--- src/rtl/r_cpu_pkg.sv ---
// Shared definitions for the R-type CPU sequencer and ALU: FSM encoding,
// R-type funct codes and ALU operation selects.
package r_cpu_pkg;

    typedef enum logic [2:0] {
        S_IDLE = 3'd0,
        S_IF   = 3'd1,
        S_ID   = 3'd2,
        S_EX   = 3'd3,
        S_WB   = 3'd4,
        S_ERR  = 3'd5
    } state_t;

    localparam logic [5:0] OP_RTYPE = 6'h00;

    localparam logic [5:0] FN_ADD  = 6'h20;
    localparam logic [5:0] FN_SUB  = 6'h22;
    localparam logic [5:0] FN_AND  = 6'h24;
    localparam logic [5:0] FN_OR   = 6'h25;
    localparam logic [5:0] FN_XOR  = 6'h26;
    localparam logic [5:0] FN_NOR  = 6'h27;
    localparam logic [5:0] FN_SLT  = 6'h2A;
    localparam logic [5:0] FN_SLLV = 6'h04;

    localparam logic [3:0] ALU_ADD  = 4'd0;
    localparam logic [3:0] ALU_SUB  = 4'd1;
    localparam logic [3:0] ALU_AND  = 4'd2;
    localparam logic [3:0] ALU_OR   = 4'd3;
    localparam logic [3:0] ALU_XOR  = 4'd4;
    localparam logic [3:0] ALU_NOR  = 4'd5;
    localparam logic [3:0] ALU_SLT  = 4'd6;
    localparam logic [3:0] ALU_SLLV = 4'd7;

    function automatic logic is_rtype(input logic [31:0] instr);
        return instr[31:26] == OP_RTYPE;
    endfunction

endpackage

--- src/rtl/r_funct_decode.sv ---
// Combinational funct -> ALU operation decode for R-type instructions.
// Unknown funct codes report legal=0 with alu_op parked at ALU_ADD.
module r_funct_decode
    import r_cpu_pkg::*;
(
    input  logic [5:0] funct,
    output logic [3:0] alu_op,
    output logic       legal
);

    always_comb begin
        alu_op = ALU_ADD;
        legal  = 1'b1;
        case (funct)
            FN_ADD:  alu_op = ALU_ADD;
            FN_SUB:  alu_op = ALU_SUB;
            FN_AND:  alu_op = ALU_AND;
            FN_OR:   alu_op = ALU_OR;
            FN_XOR:  alu_op = ALU_XOR;
            FN_NOR:  alu_op = ALU_NOR;
            FN_SLT:  alu_op = ALU_SLT;
            FN_SLLV: alu_op = ALU_SLLV;
            default: legal  = 1'b0;
        endcase
    end

endmodule

--- src/rtl/r_cpu_sequencer.sv ---
// Multi-cycle sequencer for R-type instructions: fetch, decode, execute,
// write back, with a sticky error state for anything it cannot execute.
module r_cpu_sequencer
    import r_cpu_pkg::*;
(
    input  logic        clk,
    input  logic        reset,
    input  logic        run,
    output logic        imem_req,
    input  logic        imem_ack,
    input  logic [31:0] imem_rdata,
    output logic        pc_inc,
    output logic [4:0]  r_addr_a,
    output logic [4:0]  r_addr_b,
    output logic [4:0]  w_addr,
    output logic        write_reg,
    output logic [3:0]  alu_op,
    output logic        busy,
    output logic        err,
    output logic [31:0] instr_count,
    output logic [2:0]  dbg_state
);

    // Handshake: imem_req is held high for every IF cycle; the cycle in which
    // imem_ack is seen high (only while in IF) transfers imem_rdata and ends
    // the fetch. There is no timeout; imem_ack outside IF is ignored.

    state_t      state_q;
    state_t      state_d;
    logic [31:0] ir_q;
    logic [31:0] count_q;
    logic [3:0]  alu_op_q;
    logic        err_q;

    logic [3:0]  dec_op;
    logic        dec_legal;
    logic        instr_ok;
    logic        unused_shamt;

    r_funct_decode u_decode (
        .funct  (ir_q[5:0]),
        .alu_op (dec_op),
        .legal  (dec_legal)
    );

    assign instr_ok     = is_rtype(ir_q) && dec_legal;
    assign unused_shamt = ^ir_q[10:6];

    always_ff @(posedge clk or negedge reset) begin
        if (!reset) begin
            state_q <= S_IDLE;
        end else begin
            state_q <= state_d;
        end
    end

    // Strobes are decoded from the registered state, so an asynchronous reset
    // (which forces IDLE) removes them in the same instant.
    always_comb begin
        state_d   = state_q;
        imem_req  = 1'b0;
        pc_inc    = 1'b0;
        write_reg = 1'b0;
        busy      = 1'b1;
        case (state_q)
            S_IDLE: begin
                busy = 1'b0;
                if (run) state_d = S_IF;
            end
            S_IF: begin
                imem_req = 1'b1;
                if (imem_ack) begin
                    pc_inc  = 1'b1;
                    state_d = S_ID;
                end
            end
            S_ID:    state_d = instr_ok ? S_EX : S_ERR;
            S_EX:    state_d = S_WB;
            S_WB: begin
                write_reg = 1'b1;
                state_d   = run ? S_IF : S_IDLE;
            end
            S_ERR:   state_d = S_ERR;
            default: state_d = S_IDLE;
        endcase
    end

    always_ff @(posedge clk or negedge reset) begin
        if (!reset) begin
            ir_q     <= '0;
            count_q  <= '0;
            alu_op_q <= ALU_ADD;
            err_q    <= 1'b0;
        end else begin
            if (state_q == S_IF && imem_ack) ir_q <= imem_rdata;
            if (state_q == S_WB) count_q <= count_q + 32'd1;
            if (state_d == S_ERR) err_q <= 1'b1;
            // alu_op is only meaningful from EX through WB; it reads 0 elsewhere.
            case (state_d)
                S_EX:    alu_op_q <= (state_q == S_ID) ? dec_op : alu_op_q;
                S_WB:    alu_op_q <= alu_op_q;
                default: alu_op_q <= ALU_ADD;
            endcase
        end
    end

    assign r_addr_a    = ir_q[25:21];
    assign r_addr_b    = ir_q[20:16];
    assign w_addr      = ir_q[15:11];
    assign alu_op      = alu_op_q;
    assign err         = err_q;
    assign instr_count = count_q;
    assign dbg_state   = state_q;

endmodule
--- config.mk ---
export PLATFORM = sky130hd
export DESIGN_NAME = r_cpu_sequencer
export DESIGN_NICKNAME = d
export VERILOG_FILES = /design/src/rtl/r_cpu_pkg.sv /design/src/rtl/r_funct_decode.sv /design/src/rtl/r_cpu_sequencer.sv
export SDC_FILE = /design/constraint.sdc
export NUM_CORES = 1
export LEC_CHECK = 0
export CORE_MARGIN = 2
export CORE_UTILIZATION = 38
export CTS_BUF_LIST = sky130_fd_sc_hd__clkbuf_4
export DETAILED_ROUTE_END_ITERATION = 10
export HOLD_SLACK_MARGIN = 0.12
export PLACE_DENSITY = 0.67
export SLEW_MARGIN = 25
export SYNTH_ARGS = -nofsm -noshare
export SYNTH_HDL_FRONTEND = slang
export SYNTH_SLANG_ARGS = --single-unit
--- constraint.sdc ---
create_clock -name clk -period 2.5 [get_ports clk]
set_input_delay 0.25 -clock clk [delete_from_list [all_inputs] [get_ports clk]]
set_output_delay 0.25 -clock clk [all_outputs]
set_load 0.03 [all_outputs]
Figure 1. Routing congestion map (run 1).
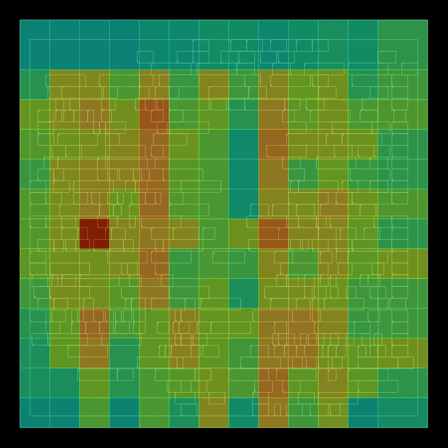
final core utilization: 53.2%
Tot GR Track Use: 15.2%

Figure 2. Sequential cells coloured by netlist name (run 1).
Scale bar: 20 um. Other sequential cells in the stronger grey, the rest of the logic in the fainter grey.
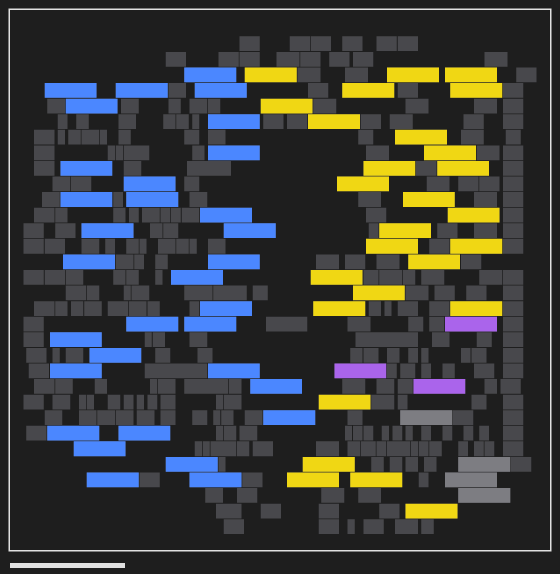
netlist name	colour	sequential cells
`dbg_state`	purple	3
`instr_count`	blue	32
`ir_q`	yellow	27
not coloured	4
sequential share of cell area: 39.7%
Seq group: 1070 uW
FF/Latch Area: 1650 um2

Figure 3. Logic cells by family (run 1).
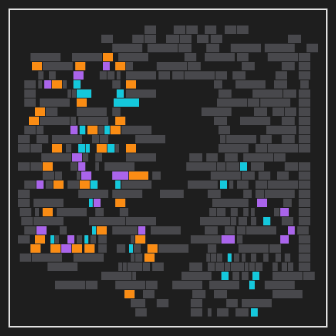
family	colour	cells
NOR gates	cyan	24
XOR/XNOR gates	orange	31
AND and OR gates	purple	19
Comb/total area: 30.5%
highest-count logic cell in the final layout: clkdlybuf4s50_1
Post-Layout Cell Count: 450

Figure 4. Zoomed window (run 1).
Scale bar: 10 um. Region (11, 11) to (36, 36) um. Cells in grey, sequential cells in the stronger grey; small squares are vias.
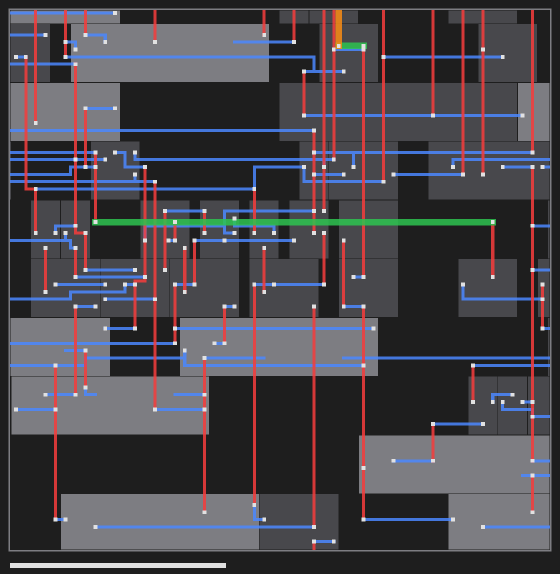
layer	colour
metal 2	red
metal 3	green
metal 4	orange
metal 1	blue
most frequent	dfrtp_1 (8), xor2_1 (4)
cells with their middle in the window	32
sequential cells in the window	8
netlist names of flops here include	`instr_count` (8)

==> deck_impl_summary.md, run 1 <==
Physical Implementation Snapshot

Detailed routing
  – DR DRC count: 0

Power and ir drop
  – Overall Power: 1920 uW
  – Top power group: registers

STA
  – PnR worst setup slack: between 0.15 and 0.2 ns
  – Part of the cycle the worst path needs: 92.2%

Hold path
  – Hold path cells: 2

Synthesis
  – Adder Area Share: 0.404%
  – Yosys cell count: between 200 and 300
  – Synth Warn #: 0

Clock network
  – Postcts setup bufs: 0
  – Post-cts resize count: 0

Critical path
  – Worst EP required: about 2.3 ns
  – Crit path launch: dbg_state[0]
  – Worst reg-to-reg path cell count: 6
  – Worst endpoint data arrival time: just over 2 ns
  – Reg-to-reg setup timing slack: approximately 0.51 ns

Layout
  – Ant. Diodes: 0

Placement
  – Port buffer count: around 90
  – Area after DPL: 3990 um2

Run status
  – Status: finished clean

Flow run
  – Log Warnings: 31
==> run 1: cells in the final DEF (no fill, tap or decap), drive strengths merged, types with 3 or more instances in the layout <==
cell type      Yosys  layout
nand2b             5       5
nor2               7       7
dfrtp             66      66
nor4              10      10
inv                4       4
mux2              27      27
nor2b              3       3
clkbuf             1      10
nand4             14      14
clkinv             0       3
and4               5       5
nand2             16      16
clkdlybuf4s50      0      85
a21oi              4       4
nor3               4       4
o21ai              9       9
xor2              14      14
and3               5       5
xnor2             17      17
buf               23       7
nand3              9       9
==> run 1: sequential cells by signal, summed over array words and instances (netlist names) <==
name         flops
instr_count     32
ir_q            27
alu_op           3
dbg_state        3
err              1
==> run 1: worst max-delay path, stage by stage (launching register included) <==
cell	delay, ns
dfrtp_1	0.56
nor2b_1	0.29
and2b_1	0.15
clkdlybuf4s50_1	0.66
## Run 2: what changed since run 1
PLACE_DENSITY = 0.7   (was 0.67)
clock period = 1.9 ns   (was 2.5 ns; I/O delays follow)
Figure 5. Sequential cells coloured by netlist name (run 2).
Scale bar: 20 um. Other sequential cells in the stronger grey, the rest of the logic in the fainter grey.
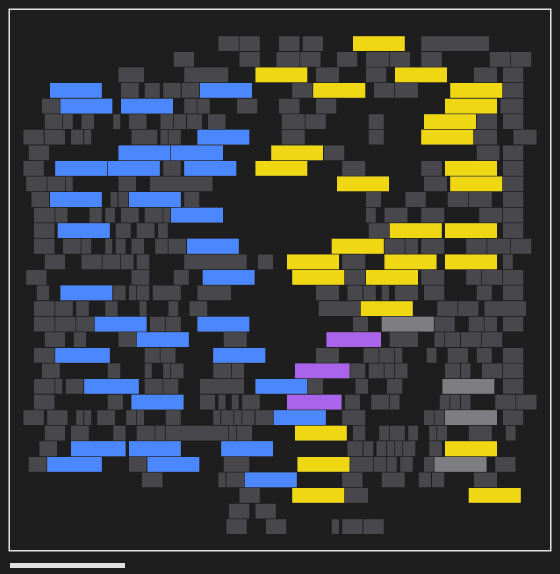
netlist name	colour	sequential cells
`dbg_state`	purple	3
`ir_q`	yellow	27
`instr_count`	blue	32
not coloured	4
final core utilization: 55.7%
Seq group: 1400 uW
FF/Latch Area: 1660 um2

Figure 6. Zoomed window (run 2).
Scale bar: 10 um. Region (11, 11) to (36, 36) um. Cells in grey, sequential cells in the stronger grey; small squares are vias.
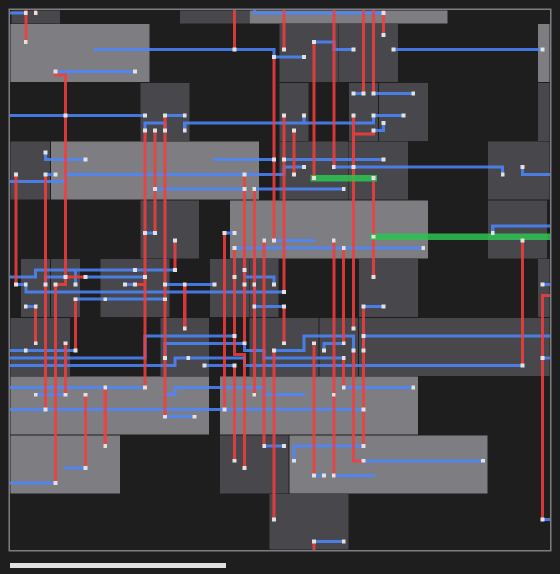
layer	colour
metal 1	blue
metal 3	green
metal 2	red
cells with their middle in the window	31
netlist names of flops here include	`instr_count` (7)
sequential cells in the window	7

==> deck_impl_summary.md, run 2 <==
Physical Implementation Snapshot

Run status
  – Status: finished clean

Detailed routing
  – DR DRC count: 0 (unchanged)

Synthesis
  – Adder Area Share: 0.404% (unchanged)
  – Mapped Area: around 3100 um2
  – Library cells used by synthesis: 41
  – Synth Warn #: 0 (unchanged)

Layout
  – Highest-count logic cell in the final layout: clkdlybuf4s50_1
  – Sequential share of cell area: 38.2% (-1.6 points)
  – Non-clk invs: 4
  – Comb/total area: 29.5% (-1.0 points)
  – Post-Layout Cell Count: 464 (+3.1%)
  – Ant. Diodes: 0 (unchanged)
  – Clock-cell share of area: 4.26%
  – Max reg flops: 32 (unchanged)

Critical path
  – Cell count along the critical path: 6 (+3)
  – Crit path max fanout: 9
  – Worst endpoint data arrival time: 2.16 ns (+0.11 ns)
  – Reg-to-reg setup timing slack: 0.06 ns (-0.45 ns)
  – Crit path launch: dbg_state[0]
  – Crit path max-delay family: simple AND/OR/NAND/NOR gates
  – Sum of buffers and inverters on the critical path: 2 (+1)
  – Worst-path cell chain: or3b_4 > inv_8 > nand4_4 > buf_4 > nor4_1 > xor2_1
  – Worst EP required: 2.22 ns (-0.03 ns)
  – Worst reg-to-reg path cell count: 6 (unchanged)
  – Slowest CP cell: or3b_4

Placement
  – Port buffer count: 88 (unchanged)
  – Area after DPL: 4090 um2 (+2.7%)

Global routing
  – Tot GR Track Use: 15.9% (+0.68 points)

Power and ir drop
  – Overall Power: 2690 uW (+40%)

STA
  – PnR worst setup slack: 0.0646 ns (-0.131 ns)
run 2: cell counts after synthesis:
No cell type changed its count.
run 2: repair_timing:
item	4_1_cts	5_1_grt
gates cloned	1	0
buffers inserted	1	1
pin swaps	1	1
setup endpoints to repair	3	4
resized	7	5
hold buffers	1	0
endpoints found under the hold margin	66	0
run 2: cells by family after synthesis:
group / after synthesis
other: 1
flip-flops: 66
multiplexers: 27
buffers and inverters: 28
AND/OR/NAND/NOR: 90
adder cells (fa/ha/maj): 1
AND-OR/OR-AND: 18
XOR/XNOR: 31
run 2: per-layer routing:
layer / vias up / global-route usage [%] / wire length, um
met5: - / 0 / 0
met2: 85 / 24.3 / 3090
met3: 7 / 5.54 / 480
met4: 0 / 3.99 / 67
met1: 1099 / 21.6 / 3090
li1: 1103 / - / -
Power and IR drop assume default switching activity.
